### src/rtl/lcg_stim_sequencer.sv
// Stallable LCG stimulus sequencer: expands a seed into IN_W-bit vectors and hands them out over valid/ready.
// Optional output signature (MISR over dut_out) is enabled with `define SIGNATURE_EN.
module lcg_stim_sequencer #(
    parameter int IN_W  = 263,
    parameter int OUT_W = 330,
    parameter int CNT_W = 32
) (
    input  logic             clk,
    input  logic             rst,
    input  logic             start,
    input  logic             abort,
    input  logic [31:0]      seed,
    input  logic [CNT_W-1:0] num_vectors,
    output logic [IN_W-1:0]  vec,
    output logic             vec_valid,
    input  logic             vec_ready,
    input  logic [OUT_W-1:0] dut_out,
    output logic             busy,
    output logic             done,
    output logic [CNT_W-1:0] vec_count,
    output logic [31:0]      signature
);

    localparam int NWORDS = (IN_W + 31) / 32;
    localparam int LAST_W = IN_W - 32 * (NWORDS - 1);
    localparam int IDX_W  = $clog2(NWORDS + 1);
    localparam logic [31:0] LCG_MUL = 32'h41C6_4E6D;
    localparam logic [31:0] LCG_INC = 32'h0000_3039;

`ifdef SIGNATURE_EN
    localparam int OWORDS = (OUT_W + 31) / 32;

    // XOR of every 32-bit slice of d, top slice zero-padded.
    function automatic logic [31:0] fold32(input logic [OUT_W-1:0] d);
        logic [32*OWORDS-1:0] pad;
        logic [31:0]          acc;
        pad = '0;
        pad[OUT_W-1:0] = d;
        acc = 32'd0;
        for (int k = 0; k < OWORDS; k++) begin
            acc = acc ^ pad[32*k +: 32];
        end
        return acc;
    endfunction
`endif

    typedef enum logic [1:0] {
        ST_IDLE    = 2'd0,
        ST_FILL    = 2'd1,
        ST_PRESENT = 2'd2,
        ST_DONE    = 2'd3
    } state_t;

    state_t           state_r, state_n;
    logic [31:0]      lcg_r;
    logic [IN_W-1:0]  shadow_r;
    logic [IDX_W-1:0] word_idx_r;
    logic [IN_W-1:0]  vec_r;
    logic             vec_valid_r;
    logic             busy_r;
    logic             done_r;
    logic [CNT_W-1:0] vec_count_r;
    logic [CNT_W-1:0] num_r;
    logic [31:0]      sig_r;

    logic             accept_s;
    logic             fill_s;
    logic             hs_s;
    logic             last_word_s;
    logic [31:0]      lcg_n_s;
    logic [IN_W-1:0]  shadow_n_s;
    logic [31:0]      sig_n_s;

    assign last_word_s = (word_idx_r == IDX_W'(NWORDS - 1));

    // Next-state decode; abort overrides both start and handshake.
    always_comb begin
        state_n  = state_r;
        accept_s = 1'b0;
        fill_s   = 1'b0;
        hs_s     = 1'b0;
        if (abort) begin
            state_n = ST_IDLE;
        end else begin
            case (state_r)
                ST_IDLE, ST_DONE: begin
                    if (start) begin
                        accept_s = 1'b1;
                        state_n  = (num_vectors == '0) ? ST_DONE : ST_FILL;
                    end else begin
                        state_n = state_r;
                    end
                end
                ST_FILL: begin
                    fill_s  = 1'b1;
                    state_n = last_word_s ? ST_PRESENT : ST_FILL;
                end
                ST_PRESENT: begin
                    if (vec_ready) begin
                        hs_s    = 1'b1;
                        state_n = ((vec_count_r + CNT_W'(1)) == num_r) ? ST_DONE : ST_FILL;
                    end else begin
                        state_n = ST_PRESENT;
                    end
                end
                default: state_n = ST_IDLE;
            endcase
        end
    end

    // LCG step and shadow word insertion; the final word keeps only the low LAST_W bits.
    always_comb begin
        lcg_n_s    = lcg_r * LCG_MUL + LCG_INC;
        shadow_n_s = shadow_r;
        for (int k = 0; k < NWORDS - 1; k++) begin
            shadow_n_s[32*k +: 32] = (word_idx_r == IDX_W'(k)) ? lcg_n_s : shadow_r[32*k +: 32];
        end
        shadow_n_s[IN_W-1 -: LAST_W] = last_word_s ? lcg_n_s[LAST_W-1:0] : shadow_r[IN_W-1 -: LAST_W];
    end

`ifdef SIGNATURE_EN
    // MISR update applied on each handshake.
    always_comb begin
        sig_n_s = {sig_r[30:0], sig_r[31]} ^ fold32(dut_out);
    end
`else
    logic unused_dut_out_s;
    assign unused_dut_out_s = ^dut_out;

    // Signature disabled: next value is always zero.
    always_comb begin
        sig_n_s = 32'd0;
    end
`endif

    // State, datapath and status registers.
    always_ff @(posedge clk) begin
        if (rst) begin
            state_r     <= ST_IDLE;
            lcg_r       <= 32'd0;
            shadow_r    <= '0;
            word_idx_r  <= '0;
            vec_r       <= '0;
            vec_valid_r <= 1'b0;
            busy_r      <= 1'b0;
            done_r      <= 1'b0;
            vec_count_r <= '0;
            num_r       <= '0;
            sig_r       <= 32'd0;
        end else begin
            state_r     <= state_n;
            vec_valid_r <= (state_n == ST_PRESENT);
            busy_r      <= (state_n == ST_FILL) || (state_n == ST_PRESENT);
            done_r      <= (state_n == ST_DONE);
            if (accept_s) begin
                lcg_r       <= seed;
                num_r       <= num_vectors;
                word_idx_r  <= '0;
                vec_count_r <= '0;
                sig_r       <= 32'd0;
            end else begin
                if (fill_s) begin
                    lcg_r      <= lcg_n_s;
                    shadow_r   <= shadow_n_s;
                    word_idx_r <= last_word_s ? '0 : word_idx_r + IDX_W'(1);
                    if (last_word_s) begin
                        vec_r <= shadow_n_s;
                    end
                end
                if (hs_s) begin
                    vec_count_r <= vec_count_r + CNT_W'(1);
                    sig_r       <= sig_n_s;
                end
            end
        end
    end

    assign vec       = vec_r;
    assign vec_valid = vec_valid_r;
    assign busy      = busy_r;
    assign done      = done_r;
    assign vec_count = vec_count_r;
    assign signature = sig_r;

endmodule

### config.mk
export PLATFORM = sky130hd
export DESIGN_NAME = lcg_stim_sequencer
export DESIGN_NICKNAME = d
export VERILOG_FILES = /design/src/rtl/lcg_stim_sequencer.sv
export SDC_FILE = /design/constraint.sdc
export NUM_CORES = 2
export LEC_CHECK = 0
export CAP_MARGIN = 20
export CORE_AREA = 2 2 285 287
export CTS_CLUSTER_DIAMETER = 150
export DETAILED_ROUTE_END_ITERATION = 12
export DIE_AREA = 0 0 287 289
export HOLD_SLACK_MARGIN = 0.15
export PLACE_DENSITY = 0.74
export SYNTH_ARGS = -nofsm -noshare
export SYNTH_HDL_FRONTEND = slang
export SYNTH_SLANG_ARGS = --single-unit
### constraint.sdc
create_clock -name clk -period 8.2 [get_ports clk]
set_clock_uncertainty 0.2 [all_clocks]
set_input_delay 1.64 -clock clk [delete_from_list [all_inputs] [get_ports clk]]
set_output_delay 1.64 -clock clk [all_outputs]
set_load 0.02 [all_outputs]
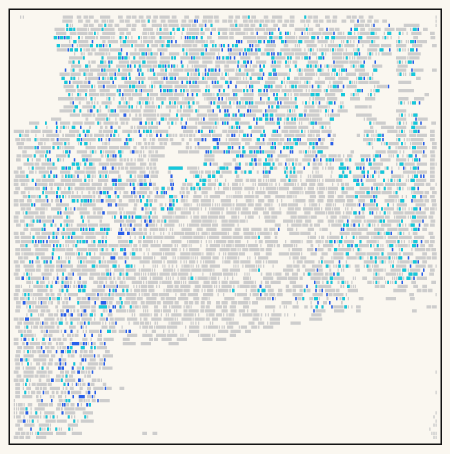
(gate families picked out)
Scale: 1.5 px per um.
aoi and oai cells -> cyan  # cells 773, most used a21oi_1
nor cells -> blue  # cells 520, most used nor2_1, where spread over the die

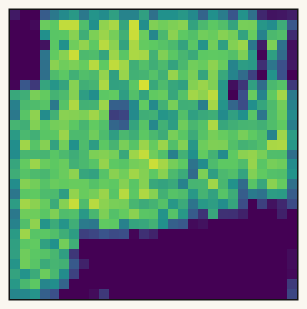
(local utilization)
Scale: 1 px per um. The die is cut into 29 by 29 equal tiles; dark purple is low, yellow is high, 0 to 100% covered.
fullest tile = 94%
tiles over 75% full = 23%
emptiest ninth of the die = south-east
mean over tiles = 49%
nearly empty tiles = 21%

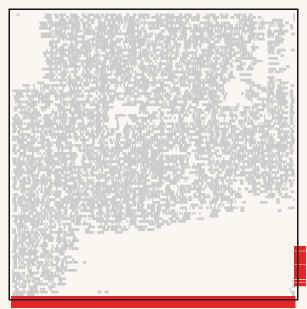
(nets reached from selected ports)
Scale: 1 px per um.
`dut_out` -> red  # bits 330, direction input, end cells 0, buffers 0

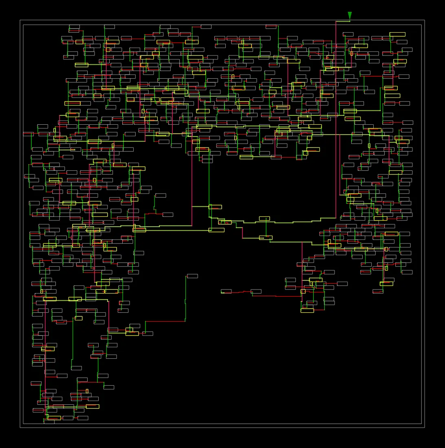
(the clock network)
number of clock sinks: 624
Latency at later pin: 0.61 ns
Seq cells: 624
CTS Buf Count: 67

==> results.ini <==
[setup_path]
crit_buf_inv=3
critPathMostFrequentCell=fa_1
crit_required_ns=8.45
crit_path_end_kind=register

[sta]
fmax_mhz=131
relSlewSlack_pct=21.1

[routing]
drtIter0Drc=2706
ant_nets=0
drt_pass1_iterations=5
vias=30273

[synth]
edf_count=0
synth_top_cell_by_area=dfxtp_1

[placement]
dp_cells=5409
gp_congestion=0.963

[clocking]
cts_tree=yes

[global_route]
antenna_found_initial=7

[cells_and_area]
largestClassByArea=multi-input combinational cells
final_cells=5538
logic_area_um2=19300
clkCellAreaFrac_pct=5.63
area_growth_pct=20.8
lay_top_count=nand2_1

[power]
power_uw=19500

[run_status]
outcome=complete, no violations

[layer usage]
layer | vias to the layer above | wire [um] | global-route usage, %
met5 | - | 78 | 0
met2 | 1389 | 49700 | 41.2
met4 | 12 | 3820 | 9.08
met1 | 14360 | 46000 | 35.0
met3 | 223 | 10600 | 5.61
li1 | 14289 | - | -
[path summary, 6_finish.rpt]
kind / end / cells past startpoint / slack [ns]
setup reg to reg: lcg_r[30] / 22 / 0.57
hold / removal: vec[63] / 2 / 0.25
setup / recovery: lcg_r[30] / 22 / 0.57
hold reg to reg: vec[63] / 2 / 0.25
[report_power, final]
part	total (uW)	switching (uW)	internal, uW
registers	3160	67.1	3090
clock network	3210	1310	1900
logic	13100	9030	4080
total	19500	10400	9070
